[src/rtl/reg_rename_ckpt_if.sv]
// Rename-stage bus: decode offer, registered rename result, and the
// writeback / commit / branch-resolution feedback paths.
interface reg_rename_ckpt_if #(
    parameter int AW = 5,
    parameter int PW = 6,
    parameter int CW = 2
);
    logic          ren_valid, ren_ready;
    logic [AW-1:0] ren_rs, ren_rt, ren_rw;
    logic          ren_uses_rw, ren_is_branch;

    logic          out_valid;
    logic [PW-1:0] out_rs_phys, out_rt_phys, out_rw_phys, out_old_phys;
    logic          out_rs_busy, out_rt_busy;
    logic [CW-1:0] out_ckpt_id;

    logic          wb_valid;
    logic [PW-1:0] wb_phys;
    logic          commit_valid;
    logic [PW-1:0] commit_old_phys;
    logic          br_valid, br_mispredict;

    logic [PW:0]   fl_count;
    logic [CW:0]   ckpt_count;

    modport master (
        output ren_valid, ren_rs, ren_rt, ren_rw, ren_uses_rw, ren_is_branch,
        output wb_valid, wb_phys, commit_valid, commit_old_phys, br_valid, br_mispredict,
        input  ren_ready, out_valid, out_rs_phys, out_rt_phys, out_rw_phys, out_old_phys,
        input  out_rs_busy, out_rt_busy, out_ckpt_id, fl_count, ckpt_count
    );

    modport slave (
        input  ren_valid, ren_rs, ren_rt, ren_rw, ren_uses_rw, ren_is_branch,
        input  wb_valid, wb_phys, commit_valid, commit_old_phys, br_valid, br_mispredict,
        output ren_ready, out_valid, out_rs_phys, out_rt_phys, out_rw_phys, out_old_phys,
        output out_rs_busy, out_rt_busy, out_ckpt_id, fl_count, ckpt_count
    );
endinterface

[src/rtl/reg_rename_ckpt.sv]
// Register rename: RMT, circular free list and busy table, with in-order branch
// checkpoints (RMT + free-list head snapshots) for single-cycle mispredict recovery.
module reg_rename_ckpt #(
    parameter int NUM_ARCH_REGS = 32,
    parameter int NUM_PHYS_REGS = 64,
    parameter int NUM_CKPT      = 4
) (
    input logic              clk,
    input logic              rst,
    reg_rename_ckpt_if.slave bus
);
    localparam int PW    = $clog2(NUM_PHYS_REGS);
    localparam int CW    = $clog2(NUM_CKPT);
    localparam int NFREE = NUM_PHYS_REGS - NUM_ARCH_REGS;

    typedef logic [PW-1:0] ptag_t;

    ptag_t                    rmt_q    [NUM_ARCH_REGS];
    ptag_t                    rmt_post [NUM_ARCH_REGS];
    logic [NUM_PHYS_REGS-1:0] busy_q;
    ptag_t                    fl_q     [NUM_PHYS_REGS];
    logic [PW:0]              head_q, head_d, tail_q, fl_cnt;
    ptag_t                    ck_rmt_q [NUM_CKPT][NUM_ARCH_REGS];
    logic [PW:0]              ck_head_q[NUM_CKPT];
    logic [CW-1:0]            ckh_q, ckt_q;
    logic [CW:0]              ckc_q;

    logic          out_valid_q, out_rs_busy_q, out_rt_busy_q;
    ptag_t         out_rs_q, out_rt_q, out_rw_q, out_old_q;
    logic [CW-1:0] out_ckpt_q;

    logic  ready, dest, fire, mispred, resolve, commit_push, ckpt_fire;
    logic  rs_busy, rt_busy;
    ptag_t alloc_tag, rs_tag, rt_tag;

    always_comb begin
        fl_cnt      = tail_q - head_q;
        dest        = bus.ren_uses_rw && (bus.ren_rw != '0);
        ready       = !rst && !(bus.br_valid && bus.br_mispredict)
                      && (fl_cnt != '0 || !dest)
                      && (ckc_q != (CW+1)'(NUM_CKPT) || !bus.ren_is_branch);
        fire        = bus.ren_valid && ready;
        ckpt_fire   = fire && bus.ren_is_branch;
        mispred     = bus.br_valid && bus.br_mispredict && (ckc_q != '0);
        resolve     = bus.br_valid && !bus.br_mispredict && (ckc_q != '0);
        commit_push = bus.commit_valid && (bus.commit_old_phys != '0);
        alloc_tag   = fl_q[head_q[PW-1:0]];
        head_d      = head_q + (PW+1)'(fire && dest);
        // Sources see the pre-rename map; a same-cycle writeback already clears busy.
        rs_tag      = rmt_q[bus.ren_rs];
        rt_tag      = rmt_q[bus.ren_rt];
        rs_busy     = busy_q[rs_tag] && !(bus.wb_valid && bus.wb_phys == rs_tag) && (rs_tag != '0);
        rt_busy     = busy_q[rt_tag] && !(bus.wb_valid && bus.wb_phys == rt_tag) && (rt_tag != '0);
        for (int i = 0; i < NUM_ARCH_REGS; i++) rmt_post[i] = rmt_q[i];
        if (fire && dest) rmt_post[bus.ren_rw] = alloc_tag;
    end

    always_ff @(posedge clk) begin
        if (rst) begin
            for (int i = 0; i < NUM_ARCH_REGS; i++) rmt_q[i] <= ptag_t'(i);
            for (int i = 0; i < NUM_PHYS_REGS; i++) fl_q[i] <= ptag_t'(NUM_ARCH_REGS + i);
            busy_q        <= '0;
            head_q        <= '0;
            tail_q        <= (PW+1)'(NFREE);
            ckh_q         <= '0;
            ckt_q         <= '0;
            ckc_q         <= '0;
            out_valid_q   <= 1'b0;
            out_rs_q      <= '0;
            out_rt_q      <= '0;
            out_rw_q      <= '0;
            out_old_q     <= '0;
            out_rs_busy_q <= 1'b0;
            out_rt_busy_q <= 1'b0;
            out_ckpt_q    <= '0;
        end else begin
            out_valid_q   <= fire;
            out_rs_q      <= fire ? rs_tag : '0;
            out_rt_q      <= fire ? rt_tag : '0;
            out_rw_q      <= (fire && dest) ? alloc_tag : '0;
            out_old_q     <= (fire && dest) ? rmt_q[bus.ren_rw] : '0;
            out_rs_busy_q <= fire && rs_busy;
            out_rt_busy_q <= fire && rt_busy;
            out_ckpt_q    <= ckpt_fire ? ckt_q : '0;

            if (commit_push) begin
                fl_q[tail_q[PW-1:0]] <= bus.commit_old_phys;
                tail_q               <= tail_q + (PW+1)'(1);
            end
            // Allocation is ordered after writeback so a same-tag collision stays busy.
            if (bus.wb_valid) busy_q[bus.wb_phys] <= 1'b0;
            if (fire && dest) busy_q[alloc_tag] <= 1'b1;

            if (mispred) begin
                rmt_q  <= ck_rmt_q[ckh_q];
                head_q <= ck_head_q[ckh_q];
                ckh_q  <= ckt_q;
                ckc_q  <= '0;
            end else begin
                rmt_q  <= rmt_post;
                head_q <= head_d;
                ckh_q  <= ckh_q + CW'(resolve);
                ckc_q  <= ckc_q + (CW+1)'(ckpt_fire) - (CW+1)'(resolve);
                if (ckpt_fire) ckt_q <= ckt_q + CW'(1);
            end
            if (ckpt_fire) begin
                ck_rmt_q[ckt_q]  <= rmt_post;
                ck_head_q[ckt_q] <= head_d;
            end
        end
    end

    assign bus.ren_ready    = ready;
    assign bus.out_valid    = out_valid_q;
    assign bus.out_rs_phys  = out_rs_q;
    assign bus.out_rt_phys  = out_rt_q;
    assign bus.out_rw_phys  = out_rw_q;
    assign bus.out_old_phys = out_old_q;
    assign bus.out_rs_busy  = out_rs_busy_q;
    assign bus.out_rt_busy  = out_rt_busy_q;
    assign bus.out_ckpt_id  = out_ckpt_q;
    assign bus.fl_count     = fl_cnt;
    assign bus.ckpt_count   = ckc_q;
endmodule

[src/flat_wrapper.sv]
// flat-port wrapper written by rule: the top's interface ports become plain ports
module reg_rename_ckpt_flat 
#(
    parameter int NUM_ARCH_REGS = 32,
    parameter int NUM_PHYS_REGS = 64,
    parameter int NUM_CKPT      = 4
)
  (clk, rst, bus_ren_valid, bus_ren_rs, bus_ren_rt, bus_ren_rw, bus_ren_uses_rw, bus_ren_is_branch, bus_wb_valid, bus_wb_phys, bus_commit_valid, bus_commit_old_phys, bus_br_valid, bus_br_mispredict, bus_ren_ready, bus_out_valid, bus_out_rs_phys, bus_out_rt_phys, bus_out_rw_phys, bus_out_old_phys, bus_out_rs_busy, bus_out_rt_busy, bus_out_ckpt_id, bus_fl_count, bus_ckpt_count);
  reg_rename_ckpt_if bus_i ();
  input logic clk;
  input logic rst;
  input wire logic [$bits(bus_i.ren_valid)-1:0] bus_ren_valid;
  input wire logic [$bits(bus_i.ren_rs)-1:0] bus_ren_rs;
  input wire logic [$bits(bus_i.ren_rt)-1:0] bus_ren_rt;
  input wire logic [$bits(bus_i.ren_rw)-1:0] bus_ren_rw;
  input wire logic [$bits(bus_i.ren_uses_rw)-1:0] bus_ren_uses_rw;
  input wire logic [$bits(bus_i.ren_is_branch)-1:0] bus_ren_is_branch;
  input wire logic [$bits(bus_i.wb_valid)-1:0] bus_wb_valid;
  input wire logic [$bits(bus_i.wb_phys)-1:0] bus_wb_phys;
  input wire logic [$bits(bus_i.commit_valid)-1:0] bus_commit_valid;
  input wire logic [$bits(bus_i.commit_old_phys)-1:0] bus_commit_old_phys;
  input wire logic [$bits(bus_i.br_valid)-1:0] bus_br_valid;
  input wire logic [$bits(bus_i.br_mispredict)-1:0] bus_br_mispredict;
  output wire logic [$bits(bus_i.ren_ready)-1:0] bus_ren_ready;
  output wire logic [$bits(bus_i.out_valid)-1:0] bus_out_valid;
  output wire logic [$bits(bus_i.out_rs_phys)-1:0] bus_out_rs_phys;
  output wire logic [$bits(bus_i.out_rt_phys)-1:0] bus_out_rt_phys;
  output wire logic [$bits(bus_i.out_rw_phys)-1:0] bus_out_rw_phys;
  output wire logic [$bits(bus_i.out_old_phys)-1:0] bus_out_old_phys;
  output wire logic [$bits(bus_i.out_rs_busy)-1:0] bus_out_rs_busy;
  output wire logic [$bits(bus_i.out_rt_busy)-1:0] bus_out_rt_busy;
  output wire logic [$bits(bus_i.out_ckpt_id)-1:0] bus_out_ckpt_id;
  output wire logic [$bits(bus_i.fl_count)-1:0] bus_fl_count;
  output wire logic [$bits(bus_i.ckpt_count)-1:0] bus_ckpt_count;
  assign bus_i.ren_valid = bus_ren_valid;
  assign bus_i.ren_rs = bus_ren_rs;
  assign bus_i.ren_rt = bus_ren_rt;
  assign bus_i.ren_rw = bus_ren_rw;
  assign bus_i.ren_uses_rw = bus_ren_uses_rw;
  assign bus_i.ren_is_branch = bus_ren_is_branch;
  assign bus_i.wb_valid = bus_wb_valid;
  assign bus_i.wb_phys = bus_wb_phys;
  assign bus_i.commit_valid = bus_commit_valid;
  assign bus_i.commit_old_phys = bus_commit_old_phys;
  assign bus_i.br_valid = bus_br_valid;
  assign bus_i.br_mispredict = bus_br_mispredict;
  assign bus_ren_ready = bus_i.ren_ready;
  assign bus_out_valid = bus_i.out_valid;
  assign bus_out_rs_phys = bus_i.out_rs_phys;
  assign bus_out_rt_phys = bus_i.out_rt_phys;
  assign bus_out_rw_phys = bus_i.out_rw_phys;
  assign bus_out_old_phys = bus_i.out_old_phys;
  assign bus_out_rs_busy = bus_i.out_rs_busy;
  assign bus_out_rt_busy = bus_i.out_rt_busy;
  assign bus_out_ckpt_id = bus_i.out_ckpt_id;
  assign bus_fl_count = bus_i.fl_count;
  assign bus_ckpt_count = bus_i.ckpt_count;
  reg_rename_ckpt #(.NUM_ARCH_REGS(NUM_ARCH_REGS), .NUM_PHYS_REGS(NUM_PHYS_REGS), .NUM_CKPT(NUM_CKPT)) u_core (.clk(clk), .rst(rst), .bus(bus_i));
endmodule
[config.mk]
export PLATFORM = sky130hd
export DESIGN_NAME = reg_rename_ckpt_flat
export DESIGN_NICKNAME = d
export VERILOG_FILES = /design/src/rtl/reg_rename_ckpt_if.sv /design/src/rtl/reg_rename_ckpt.sv /design/src/flat_wrapper.sv
export SDC_FILE = /design/constraint.sdc
export NUM_CORES = 2
export LEC_CHECK = 0
export CAP_MARGIN = 0
export CORE_UTILIZATION = 55
export CTS_CLUSTER_DIAMETER = 30
export DETAILED_ROUTE_END_ITERATION = 12
export GPL_TIMING_DRIVEN = 0
export HOLD_SLACK_MARGIN = 0.05
export PLACE_DENSITY = 0.75
export RECOVER_POWER = 100
export SYNTH_ARGS = -nofsm -noshare
export SYNTH_HDL_FRONTEND = slang
export SYNTH_SLANG_ARGS = --single-unit
[constraint.sdc]
create_clock -name clk -period 12.65 [get_ports clk]
set_input_delay 1.265 -clock clk [delete_from_list [all_inputs] [get_ports clk]]
set_output_delay 1.265 -clock clk [all_outputs]
set_load 0.005 [all_outputs]
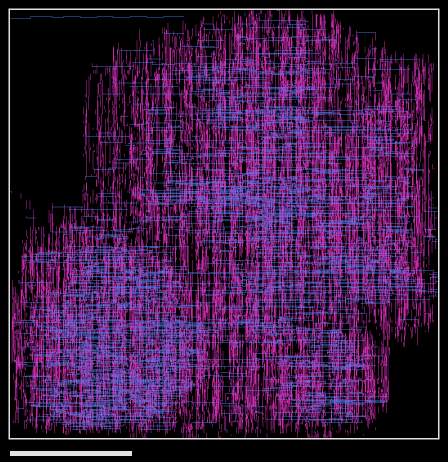
wires.png
Scale bar: 100 um. Only two layers are drawn.
Key: blue = metal 3 [wire length 34.8 mm]; magenta = metal 2 [wire length 100 mm]

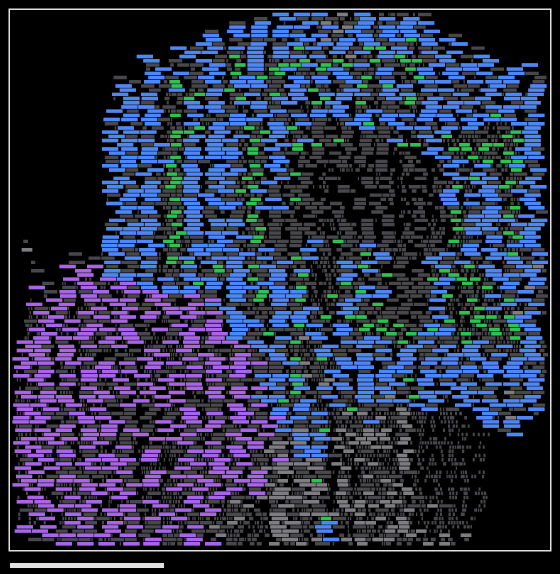
flops_by_reg.png
Scale bar: 100 um. Other sequential cells in the stronger grey, the rest of the logic in the fainter grey.
Key: green = `u_core.rmt_q` [placed flops 192]; blue = `u_core.ck_rmt_q` [placed flops 768, where spread over the die]; purple = `u_core.fl_q` [placed flops 384]
Another 142 sequential cells are not coloured.

==> run summary <==
Number of setup buffers added after CTS -> 0
Final tally of max-slew violations -> 82
Max-capacitance violation count -> 11
Arrival time of data at the critical path endpoint -> 9.46 ns
Syn. warnings -> 0
Power density over the cells -> 197 mW/mm^2
Mean instance size in the synthesized netlist -> 14.9 sq um
Critical path depth in cells -> 16
Async set or reset register ratio after synthesis -> 0
Count of TritonRoute iterations in the first routing pass -> 9
Final period utilization -> 0.848
Worst-case hold path end point -> u_core.busy_q[38]$_SDFF_PP0_
Crit Reg-Reg Startpoint -> u_core.head_q[1]$_SDFF_PP0_
Share of final-layout standard cells stronger than drive strength 1 -> 0.209
Core outline area -> 0.120 sq mm
Area fraction in full adders, half adders and majority gates -> 0.00361
Final setup skew -> 0.0855 ns
Xor/xnor share -> 0.00395
Failing checks -> capacitance limit, slew limit
Register-to-Register Setup Slack -> 2.05 ns
Post-Synthesis Cells -> 4450
Worst path required time -> 11.39 ns
Part of the power in the clock network -> 0.480
Register area share after synthesis -> 0.625
Maximum number of pins on one net before global-route repair -> 59
Unique cell types -> 66
Critical Path Sink -> bus_ren_ready
Most numerous logic cells after layout -> edfxtp_1, mux4_2, clkbuf_1, nand2_1, nand3_1
FF+latch area -> 0.0416 sq mm
Post-Route Utilization -> 0.659
Comb area share -> 0.293
Critical Path Source -> u_core.head_q[1]$_SDFF_PP0_
Tapcells inserted -> 1612
CTS tree -> built
Detailed Route Iter0 Violations -> 8245
Compound-gate portion of the synthesized area -> 0.0566
Worst-path fanout max -> 10
Sequential power share -> 0.370
Result of the run -> complete, but fails checks
Logic Gate Count -> 2514
Flip-flop cell with the highest count after synthesis -> edfxtp_1
Floorplan net count -> 4504
Sequential cell count of the final layout -> 1486
Simple-gate area share of the yosys netlist -> 0.0887
==> registers in the layout, summed over array words and instances (netlist names), 3 cells and up <==
signal	cells
u_core.head_q	7
u_core.bus.out_rw_phys	6
u_core.ck_rmt_q	768
u_core.bus.ckpt_count	3
u_core.bus.out_old_phys	6
u_core.ck_head_q	28
u_core.fl_q	384
u_core.busy_q	64
u_core.tail_q	7
u_core.rmt_q	192
u_core.bus.out_rt_phys	6
u_core.bus.out_rs_phys	6
==> metrics by stage <==
stage          cells  setup slack [ns]
2_1_floorplan   4450              3.84
3_3_place_gp    6124             -3.20
3_5_place_dp    6142              3.66
4_1_cts         6647              3.56
5_1_grt         6653              1.94
6_report        6660              1.92
Power and IR drop assume default switching activity.
